==> src/rtl/lsu_pkg.sv <==
// ============================================================================
// Module  : lsu_pkg
// Brief   : Shared types and defaults for the lsu_ctrl load/store unit.
// Revision: 1.0 - initial release
// ============================================================================
`default_nettype none

package lsu_pkg;

   typedef enum logic [1:0] {
      SZ_BYTE = 2'b00,
      SZ_HALF = 2'b01,
      SZ_WORD = 2'b10,
      SZ_RSVD = 2'b11
   } size_e;

   typedef enum logic [1:0] {
      ST_IDLE  = 2'b00,
      ST_READ  = 2'b01,
      ST_WRITE = 2'b10,
      ST_RESP  = 2'b11
   } state_e;

   localparam int LSU_DEPTH = 128;

   // True when the low address bits do not match the natural alignment of size.
   function automatic logic misaligned(input size_e size, input logic [1:0] lo);
      case (size)
         SZ_HALF: misaligned = lo[0];
         SZ_WORD: misaligned = |lo;
         default: misaligned = 1'b0;
      endcase
   endfunction

endpackage

`default_nettype wire

==> src/rtl/lsu_lane.sv <==
// ============================================================================
// Module  : lsu_lane
// Brief   : Lane extract/extend for loads and lane merge for sub-word stores.
// Revision: 1.0 - initial release
// ============================================================================
`default_nettype none

module lsu_lane
   import lsu_pkg::*;
(
   input  logic        size_unused_i,
   input  size_e       size_i,
   input  logic [1:0]  lane_i,
   input  logic        unsigned_i,
   input  logic [31:0] rdata_i,
   input  logic [31:0] wdata_i,
   output logic [31:0] load_o,
   output logic [31:0] merge_o
);

   logic [7:0]  w_byte;
   logic [15:0] w_half;

   assign w_byte = rdata_i[{lane_i, 3'b000} +: 8];
   assign w_half = rdata_i[{lane_i[1], 4'b0000} +: 16];

   always_comb begin
      load_o  = 32'h0;
      merge_o = rdata_i;
      case (size_i)
         SZ_BYTE: begin
            load_o = unsigned_i ? {24'h0, w_byte} : {{24{w_byte[7]}}, w_byte};
            merge_o[{lane_i, 3'b000} +: 8] = wdata_i[7:0];
         end
         SZ_HALF: begin
            // Only addr[1] picks the half; addr[0] is either faulted or ignored upstream.
            load_o = unsigned_i ? {16'h0, w_half} : {{16{w_half[15]}}, w_half};
            merge_o[{lane_i[1], 4'b0000} +: 16] = wdata_i[15:0];
         end
         SZ_WORD: begin
            load_o  = rdata_i;
            merge_o = wdata_i;
         end
         default: begin
            load_o  = 32'h0;
            merge_o = rdata_i;
         end
      endcase
   end

   logic w_unused;
   assign w_unused = size_unused_i;

endmodule

`default_nettype wire

==> src/rtl/lsu_ctrl.sv <==
// ============================================================================
// Module  : lsu_ctrl
// Brief   : Load/store unit: byte address to word index, sub-word RMW stores,
//           sign/zero-extended loads. Define LSU_ALIGN_CHECK_EN to fault on
//           misaligned half/word accesses instead of forcing natural alignment.
// Revision: 1.0 - initial release
// ============================================================================
`default_nettype none

module lsu_ctrl
   import lsu_pkg::*;
#(
   parameter int DEPTH  = LSU_DEPTH,
   parameter int ADDR_W = 32
) (
   input  logic              clk,
   input  logic              reset_n,
   input  logic              req_valid,
   output logic              req_ready,
   input  logic              req_we,
   input  logic [1:0]        req_size,
   input  logic              req_unsigned,
   input  logic [ADDR_W-1:0] req_addr,
   input  logic [31:0]       req_wdata,
   output logic              resp_valid,
   input  logic              resp_ready,
   output logic [31:0]       resp_rdata,
   output logic              resp_err,
   output logic              mem_we,
   output logic [31:0]       mem_addr,
   output logic [31:0]       mem_wdata,
   input  logic [31:0]       mem_rdata
);

   state_e      state_q, state_d;
   logic        we_q, we_d;
   size_e       size_q, size_d;
   logic        uns_q, uns_d;
   logic [1:0]  lane_q, lane_d;
   logic [31:0] wdata_q, wdata_d;
   logic [31:0] rdata_q, rdata_d;
   logic        err_q, err_d;
   logic [31:0] maddr_q, maddr_d;
   logic [31:0] mwdata_q, mwdata_d;

   size_e             w_req_size;
   logic [ADDR_W-1:0] w_idx;
   logic [31:0]       w_idx32;
   logic              w_misalign;
   logic              w_fault;
   logic [31:0]       w_load;
   logic [31:0]       w_merge;

   assign w_req_size = size_e'(req_size);
   assign w_idx      = req_addr >> 2;
   assign w_idx32    = 32'(w_idx);

`ifdef LSU_ALIGN_CHECK_EN
   assign w_misalign = misaligned(w_req_size, req_addr[1:0]);
`else
   assign w_misalign = 1'b0;
`endif

   assign w_fault = (w_req_size == SZ_RSVD) || (w_idx >= ADDR_W'(DEPTH)) || w_misalign;

   lsu_lane u_lane (
      .size_unused_i (1'b0),
      .size_i        (size_q),
      .lane_i        (lane_q),
      .unsigned_i    (uns_q),
      .rdata_i       (mem_rdata),
      .wdata_i       (wdata_q),
      .load_o        (w_load),
      .merge_o       (w_merge)
   );

   always_comb begin
      state_d    = state_q;
      we_d       = we_q;
      size_d     = size_q;
      uns_d      = uns_q;
      lane_d     = lane_q;
      wdata_d    = wdata_q;
      rdata_d    = rdata_q;
      err_d      = err_q;
      maddr_d    = maddr_q;
      mwdata_d   = mwdata_q;
      req_ready  = 1'b0;
      resp_valid = 1'b0;
      mem_we     = 1'b0;

      case (state_q)
         ST_IDLE: begin
            req_ready = 1'b1;
            if (req_valid) begin
               we_d    = req_we;
               size_d  = w_req_size;
               uns_d   = req_unsigned;
               lane_d  = req_addr[1:0];
               wdata_d = req_wdata;
               rdata_d = 32'h0;
               err_d   = 1'b0;
               if (w_fault) begin
                  err_d   = 1'b1;
                  state_d = ST_RESP;
               end else begin
                  maddr_d = w_idx32;
                  if (req_we && (w_req_size == SZ_WORD)) begin
                     mwdata_d = req_wdata;
                     state_d  = ST_WRITE;
                  end else begin
                     state_d = ST_READ;
                  end
               end
            end
         end
         ST_READ: begin
            if (we_q) begin
               mwdata_d = w_merge;
               state_d  = ST_WRITE;
            end else begin
               rdata_d = w_load;
               state_d = ST_RESP;
            end
         end
         ST_WRITE: begin
            mem_we  = 1'b1;
            state_d = ST_RESP;
         end
         ST_RESP: begin
            resp_valid = 1'b1;
            if (resp_ready) begin
               state_d = ST_IDLE;
            end
         end
         default: state_d = ST_IDLE;
      endcase
   end

   // The address leaves combinationally on accept so the synchronous memory
   // returns data during READ; afterwards it is held from the register.
   assign mem_addr   = maddr_d;
   assign mem_wdata  = mwdata_q;
   assign resp_rdata = rdata_q;
   assign resp_err   = err_q;

   always_ff @(posedge clk or negedge reset_n) begin
      if (!reset_n) begin
         state_q  <= ST_IDLE;
         we_q     <= 1'b0;
         size_q   <= SZ_BYTE;
         uns_q    <= 1'b0;
         lane_q   <= 2'b00;
         wdata_q  <= 32'h0;
         rdata_q  <= 32'h0;
         err_q    <= 1'b0;
         maddr_q  <= 32'h0;
         mwdata_q <= 32'h0;
      end else begin
         state_q  <= state_d;
         we_q     <= we_d;
         size_q   <= size_d;
         uns_q    <= uns_d;
         lane_q   <= lane_d;
         wdata_q  <= wdata_d;
         rdata_q  <= rdata_d;
         err_q    <= err_d;
         maddr_q  <= maddr_d;
         mwdata_q <= mwdata_d;
      end
   end

endmodule

`default_nettype wire

==> config.mk <==
export PLATFORM = sky130hd
export DESIGN_NAME = lsu_ctrl
export DESIGN_NICKNAME = d
export VERILOG_FILES = /design/src/rtl/lsu_pkg.sv /design/src/rtl/lsu_lane.sv /design/src/rtl/lsu_ctrl.sv
export SDC_FILE = /design/constraint.sdc
export NUM_CORES = 1
export LEC_CHECK = 0
export ABC_AREA = 1
export CAP_MARGIN = 20
export CORE_UTILIZATION = 50
export DETAILED_ROUTE_END_ITERATION = 10
export PLACE_DENSITY = 0.8
export SETUP_SLACK_MARGIN = 0.5
export SYNTH_ARGS = -nofsm -noshare
export SYNTH_HDL_FRONTEND = slang
export SYNTH_SLANG_ARGS = --single-unit
==> constraint.sdc <==
create_clock -name clk -period 4.2 [get_ports clk]
set_input_delay 0.84 -clock clk [delete_from_list [all_inputs] [get_ports clk]]
set_output_delay 0.84 -clock clk [all_outputs]
set_load 0.01 [all_outputs]
Figure 1. A small window of the routed layout (run 1).
Region (48, 23) to (78, 53) um. Cells in grey, sequential cells in the stronger grey; small squares are vias.
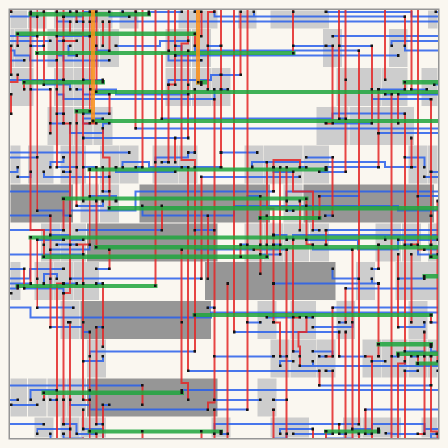
- blue: met1
- red: met2
- green: met3
- orange: met4
- sequential cells in the window: 6
- cells with their middle in the window: 82
- most frequent: nand2_1 (38), o21ai_0 (11), nor2_1 (8)
- netlist names of flops here include: `wdata_q` (5), `size_q` (1)

Figure 2. Selected gate families (run 1).
Drawn at 4 px/um.
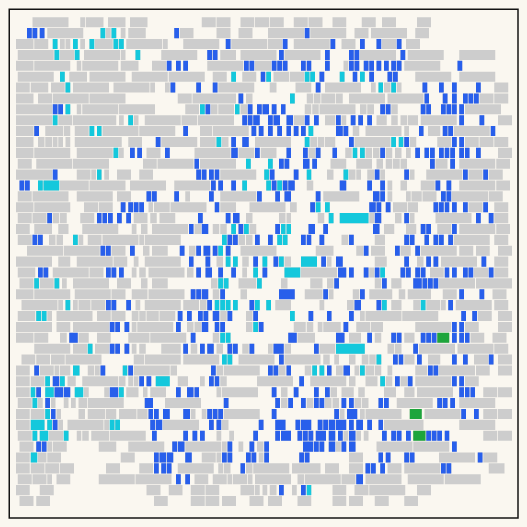
- cyan: NOR gates (cells 117; where all over the die)
- blue: NAND gates (cells 495; where all over the die)
- green: AND-OR and OR-AND gates (cells 3)
most frequent logic cell in the layout: nand2_1
Finished Layout Cells: 1,474
Comb/total area: 34.94%

Figure 3. Signal wires on met4 (run 1).
Drawn at 4 px/um. Supply wires on this layer in grey.
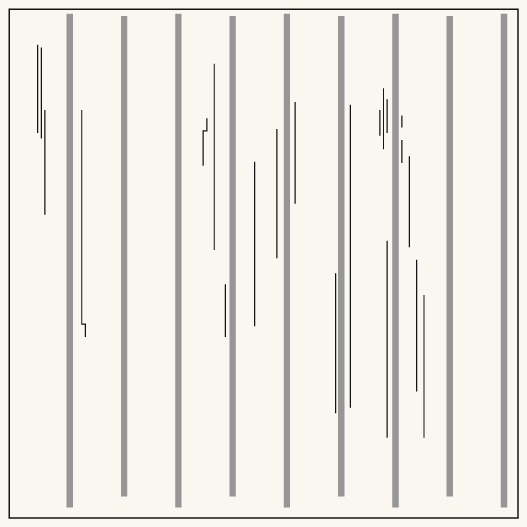
- share of all routed wire: 2.5%
- wire length on this layer: 584 um
via count: 7,773
Final Routed Wirelength: 23.64 mm

Figure 4. Wire density map (run 1).
Drawn at 3 px/um. 25 x 25 tiles, from white (low) to dark blue (high), scaled to the fullest tile. Values are wire area over tile area, all layers added.
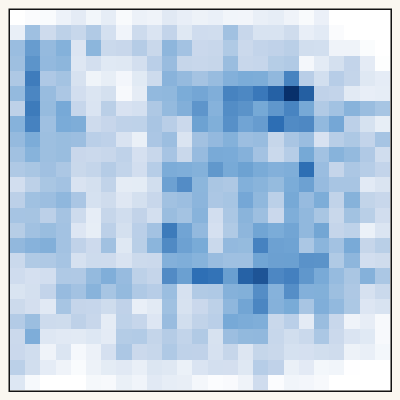
- emptiest ninth of the die: south-west
- mean over tiles: 0.25
- fullest tile: 0.81
- tiles over half the peak: 11%
- nearly empty tiles: 3.5%

==> results.py, run 1 <==
# Synthesis and PnR figures
metrics = {
    "status": {
        "status": "completed",
    },
    "logic_synthesis": {
        "synth.distinct_cells": 38,
        "xor_share_pct": 0,
        "area_leaders": "dfrtp_1, nand2_1, nor2_1, o21ai_0, inv_1",
        "adder_share_pct": 1.445,
        "synth_warnings": 0,
        "yosysChipArea_mm2": 0.007791,
        "netlist_logic_family_top": "simple AND/OR/NAND/NOR gates",
        "syn_area_mm2": 0.007791,
        "synthArstFlopShare_pct": 100.0,
        "yosysMostFrequentCell": "nand2_1",
        "synth.largest_area_cell": "dfrtp_1",
        "top_area_share_pct": 44.00,
        "syn-instance-count": 1092,
        "mux_share_pct": 2.730,
        "ys_seq_elements": 137,
        "synth_seq_share_pct": 44.00,
    },
    "finish": {
        "top_area_cell_class": "logic gates",
        "diodes": 0,
        "comb.multi_input.count": 800,
        "signal_buffer_area_fraction_pct": 21.17,
        "flops": 137,
        "clk_share_pct": 5.749,
        "signal_buffers": 215,
        "drive_gt1_share_pct": 7.387,
        "n_fill_cell": 1244,
    },
    "die": {
        "core_area_mm2": 0.01520,
        "dieHeight_um": 126.8,
        "fp_util_pct": 51.25,
        "fp-row-count": 45,
        "io-pin-count": 204,
        "chip_area_mm2": 0.01609,
        "tapCellCount": 188,
    },
    "power": {
        "seq_cell_power_mw": 2.10,
        "swShare_pct": 43.88,
        "p_clk_share_pct": 21.2,
        "maxPowerGroup": "combinational cells",
        "switchingPower_mw": 3.248,
        "power.internal_mw": 4.154,
        "powerComb_mw": 3.73,
    },
    "detailed_routing": {
        "highest_layer": "met4",
        "first_iter_violations": 709,
        "detail-route-antenna-nets": 0,
        "drtPass1Iterations": 5,
        "wl_met3_mm": 2.349,
        "via_per_inst": 5.273,
        "wl_met1_mm": 9.819,
        "routedWlPerCell_um": 16.04,
    },
    "final_timing": {
        "clock.fmax_mhz": 272.2,
        "timing.final.max_slew_violations": 0,
        "post-route-period-util_pct": 87.46,
        "final.setup.tns_ps": 0,
        "min_period_ps": 3673,
        "rsz0062_at_grt": "true",
        "fin_ws_ps": 526.6,
        "relSlewSlack_pct": 44.00,
    },
    "setup_path": {
        "cp-end-kind": "output port",
        "cp.required_ps": 3360,
        "cp.arrival_ps": 2830,
        "startpoint_type": "input pin",
        "r2r_start": "lane_q[1]",
        "criticalPathCategory": "input pin to output port",
        "cp_max_fo": 5,
    },
    "global_route": {
        "overflow": 0,
        "grt_pass1_wl_mm": 37.51,
        "gr-usage-met1_pct": 38.32,
        "grt_antenna_before_repair": 0,
        "met3_usage_pct": 9.363,
        "grt_util_met2_pct": 48.38,
    },
    "placement": {
        "port_buffers": 203,
        "dp_slack_ps": 380.4,
        "hpwlAfterDp_mm": 16.64,
        "place_congestion": 0.9080,
    },
    "cts": {
        "h-tree-depth": 4,
        "cts_resized": 2,
        "cts_hold_buf": 0,
        "clock_sinks": 137,
    },
    "flow_run": {
        "maxCapViolations": 0,
    },
}
[run 1: through the flow]
| step | std cells | cell area, um^2 | hold slack, ps |
|---|---|---|---|
| 3_5_place_dp | 1437 | 9871 | 462.7 |
| 6_report | 1474 | 10640 | 405.3 |
| 3_3_place_gp | 1437 | 9871 | 454.3 |
| 4_1_cts | 1472 | 10540 | 421.2 |
| 5_1_grt | 1474 | 10640 | 449.9 |
| 2_1_floorplan | 1092 | 7791 | 475.3 |
[run 1: critical path, stage by stage]
cell             delay (ps)
clkdlybuf4s50_1         410
nor2_1                  100
and2_0                  130
nand2_1                  60
nor2_2                  120
nand2_2                 130
buf_4                   170
o21ai_0                 240
nand2_1                 120
clkdlybuf4s50_1         500
[run 1: placed cells by master (no fill, tap or decap), types with 2 or more instances in the layout]
| cell | instances |
|---|---|
| nand2_1 | 434 |
| clkdlybuf4s50_1 | 181 |
| dfrtp_1 | 137 |
| nor2_1 | 105 |
| inv_1 | 89 |
| o21ai_0 | 68 |
| a21oi_1 | 52 |
| nand3_1 | 44 |
| dlymetal6s2s_1 | 21 |
| mux2_2 | 18 |
| clkbuf_16 | 17 |
| ha_1 | 9 |
| nand2_2 | 8 |
| inv_6 | 8 |
| nand3b_1 | 8 |
| a22oi_1 | 8 |
| o211ai_1 | 8 |
| o21ai_1 | 8 |
| clkinv_1 | 7 |
| buf_4 | 7 |
| inv_2 | 4 |
| inv_8 | 4 |
| nor2_2 | 3 |
| nor2_4 | 3 |
| o221ai_1 | 3 |
| a22o_1 | 3 |
| nor3_2 | 2 |
| nor3_1 | 2 |
| a21oi_2 | 2 |
| nor2_8 | 2 |
| o22ai_1 | 2 |
| o21ai_4 | 2 |
| o21ai_2 | 2 |
| clkinv_4 | 2 |
| bufinv_16 | 2 |
| buf_12 | 2 |
Figure 5. Routing congestion (run 1).
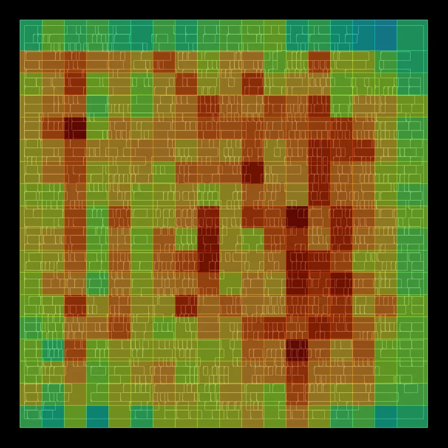

==> run 2: changes to the inputs <==
Settings changed: CELL_PAD_IN_SITES_DETAIL_PLACEMENT set to 1, CELL_PAD_IN_SITES_GLOBAL_PLACEMENT set to 2, CORE_UTILIZATION 50 to 29, PLACE_DENSITY 0.8 to 0.84.
Figure 6. Routing congestion (run 2).
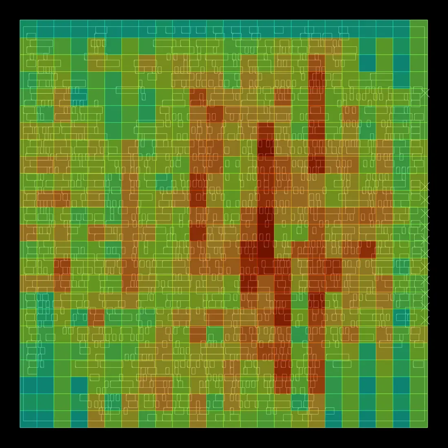
M2 GR Usage: 33.63%
met3 Usage GRT: 5.982%
GRT met1 Usage: 27.54%

Figure 7. Signal wires on met4 (run 2).
Drawn at 3 px/um. Supply wires on this layer in grey.
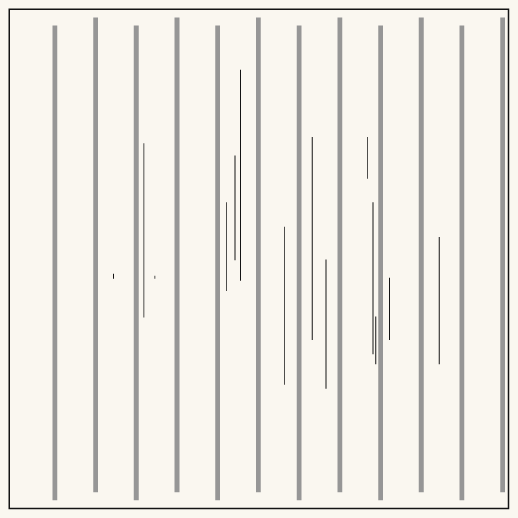
- main direction: vertical
- longest straight run: 70.0 um
via count: 7,712
Final Routed Wirelength: 28.26 mm

==> run 2 against run 1 <==
Effect of this change:
- the flow now finishes with violations (design-rule violations)
- final cell count increased by 9.8%
- worst hold slack got worse by 29 ps
- clock power about the same
- non-clock buffer count decreased by 2
- worst setup slack improved by 95 ps
- critical path type unchanged
- largest power group unchanged
- critical endpoint is now mem_addr[18]
==> results.py, run 2 <==
# Synthesis and PnR figures
metrics = {
    "die": {
        "fp-row-count": 59,
        "core_area_mm2": 0.02621,
        "fp_util_pct": 29.73,
        "chip_area_mm2": 0.02753,
        "dieHeight_um": 165.9,
        "io-pin-count": 204,
    },
    "power": {
        "powerComb_mw": 3.76,
        "power.internal_mw": 4.075,
        "maxPowerGroup": "combinational cells",
        "seq_cell_power_mw": 2.13,
        "swShare_pct": 45.14,
        "switchingPower_mw": 3.352,
    },
    "status": {
        "status": "finished with violations",
        "violations": "design-rule violations",
    },
    "final_timing": {
        "min_period_ps": 3579,
        "clock.fmax_mhz": 279.4,
        "relSlewSlack_pct": 40.62,
        "timing.final.max_slew_violations": 0,
        "final.setup.tns_ps": 0,
    },
    "logic_synthesis": {
        "mux_share_pct": 2.730,
        "synth_seq_share_pct": 44.00,
        "syn_area_mm2": 0.007791,
        "adder_share_pct": 1.445,
        "area_leaders": "dfrtp_1, nand2_1, nor2_1, o21ai_0, inv_1",
        "syn-instance-count": 1092,
        "top_area_share_pct": 44.00,
        "synth_warnings": 0,
        "ys_seq_elements": 137,
        "yosysMostFrequentCell": "nand2_1",
        "synth.largest_area_cell": "dfrtp_1",
        "synthArstFlopShare_pct": 100.0,
        "yosysChipArea_mm2": 0.007791,
        "netlist_logic_family_top": "simple AND/OR/NAND/NOR gates",
    },
    "setup_path": {
        "criticalPathCategory": "input pin to output port",
        "cp.arrival_ps": 2740,
        "r2r_start": "lane_q[1]",
        "path_buffers": 4,
        "crit_top_cell": "nand2_1",
        "path_cells": "clkdlybuf4s50_1 -> nand2_1 -> nand2_1 -> inv_1 -> nand2_1 -> nor2_4 -> nand2_4 -> nor2_4 -> buf_12 -> nor2_1 -> clkdlybuf4s50_1",
        "cp_slowest_cell": "clkdlybuf4s50_1",
        "cpPeakStageDelay_ps": 550,
        "cp.required_ps": 3360,
        "cp-end-kind": "output port",
    },
    "finish": {
        "post-route-cell-area_mm2": 0.01077,
        "n_fill_cell": 3216,
        "most-common-layout-cells": "nand2_1, clkdlybuf4s50_1, dfrtp_1",
        "diodes": 0,
    },
    "detailed_routing": {
        "routedWlPerCell_um": 17.45,
        "drtPass1Iterations": 7,
        "post-route-drc-count": 12,
        "detail-route-antenna-nets": 0,
    },
    "placement": {
        "port_buffers": 203,
        "hpwlAfterDp_mm": 21.03,
        "place_congestion": 0.8546,
    },
    "global_route": {
        "grt_pass1_wl_mm": 45.08,
        "overflow": 0,
    },
    "cts": {
        "h-tree-depth": 4,
    },
}
==> run 2: cell count changes in the layout (fill, tap and decap cells not counted), sizes merged <==
cell and delta:
clkinvlp +2, buf -1, clkdlybuf4s50 -7, bufinv -1, dlygate4sd2 +1, inv -3, bufbuf -1, dlymetal6s2s +6
clkbuf +2
==> run 2: final timing paths <==
path                                      end  slack [ps]  cells after the start
worst max register to register  mem_wdata[21]        1300                     12
worst min register to register  mem_wdata[19]         480                      2
worst max-delay path             mem_addr[18]         620                     11
max in group asynchronous       mem_wdata[10]        2980                      2
min in group clk                mem_wdata[19]         480                      2
worst min-delay path            resp_rdata[2]         380                      1
==> run 2: per-stage QoR <==
stage	hold slack (ps)	cells	power, mW	worst slack, ps
2_1_floorplan	475.3	1092	4.492	1483
3_3_place_gp	457.9	1587	5.874	402.6
3_5_place_dp	463.8	1587	5.941	307.2
4_1_cts	402.6	1619	7.522	516.6
5_1_grt	431.2	1619	8.050	474.0
6_report	376.3	1619	7.428	621.4
==> run 2: cell type report <==
cell class | count | area [um^2] | share of cell area (%)
Tap cell | 335 | 419.2 | 3.894
Sequential cell | 137 | 3428 | 31.85
Timing Repair Buffer | 213 | 2203 | 20.47
Multi-Input combinational cell | 800 | 3726 | 34.61
Clock inverter | 12 | 126.4 | 1.174
Clock buffer | 20 | 466.7 | 4.335
Inverter | 102 | 395.4 | 3.673
==> run 2: kinds of logic after synthesis <==
kind of cell | after synthesis
buf+inv | 155
compound gates | 158
fa+ha+maj | 9
mux | 19
simple gates | 614
flops | 137
==> run 2: layer usage <==
layer  share of wire, %  GRT usage (%)  vias up
li1                   -              -     3779
met1                 46          27.54     3697
met2                 46          33.63      202
met3                6.7          5.982       32
met4                1.8          6.380        2
met5              0.046              0        -
Power figures rest on the tool's default switching activity, not on a simulated workload.
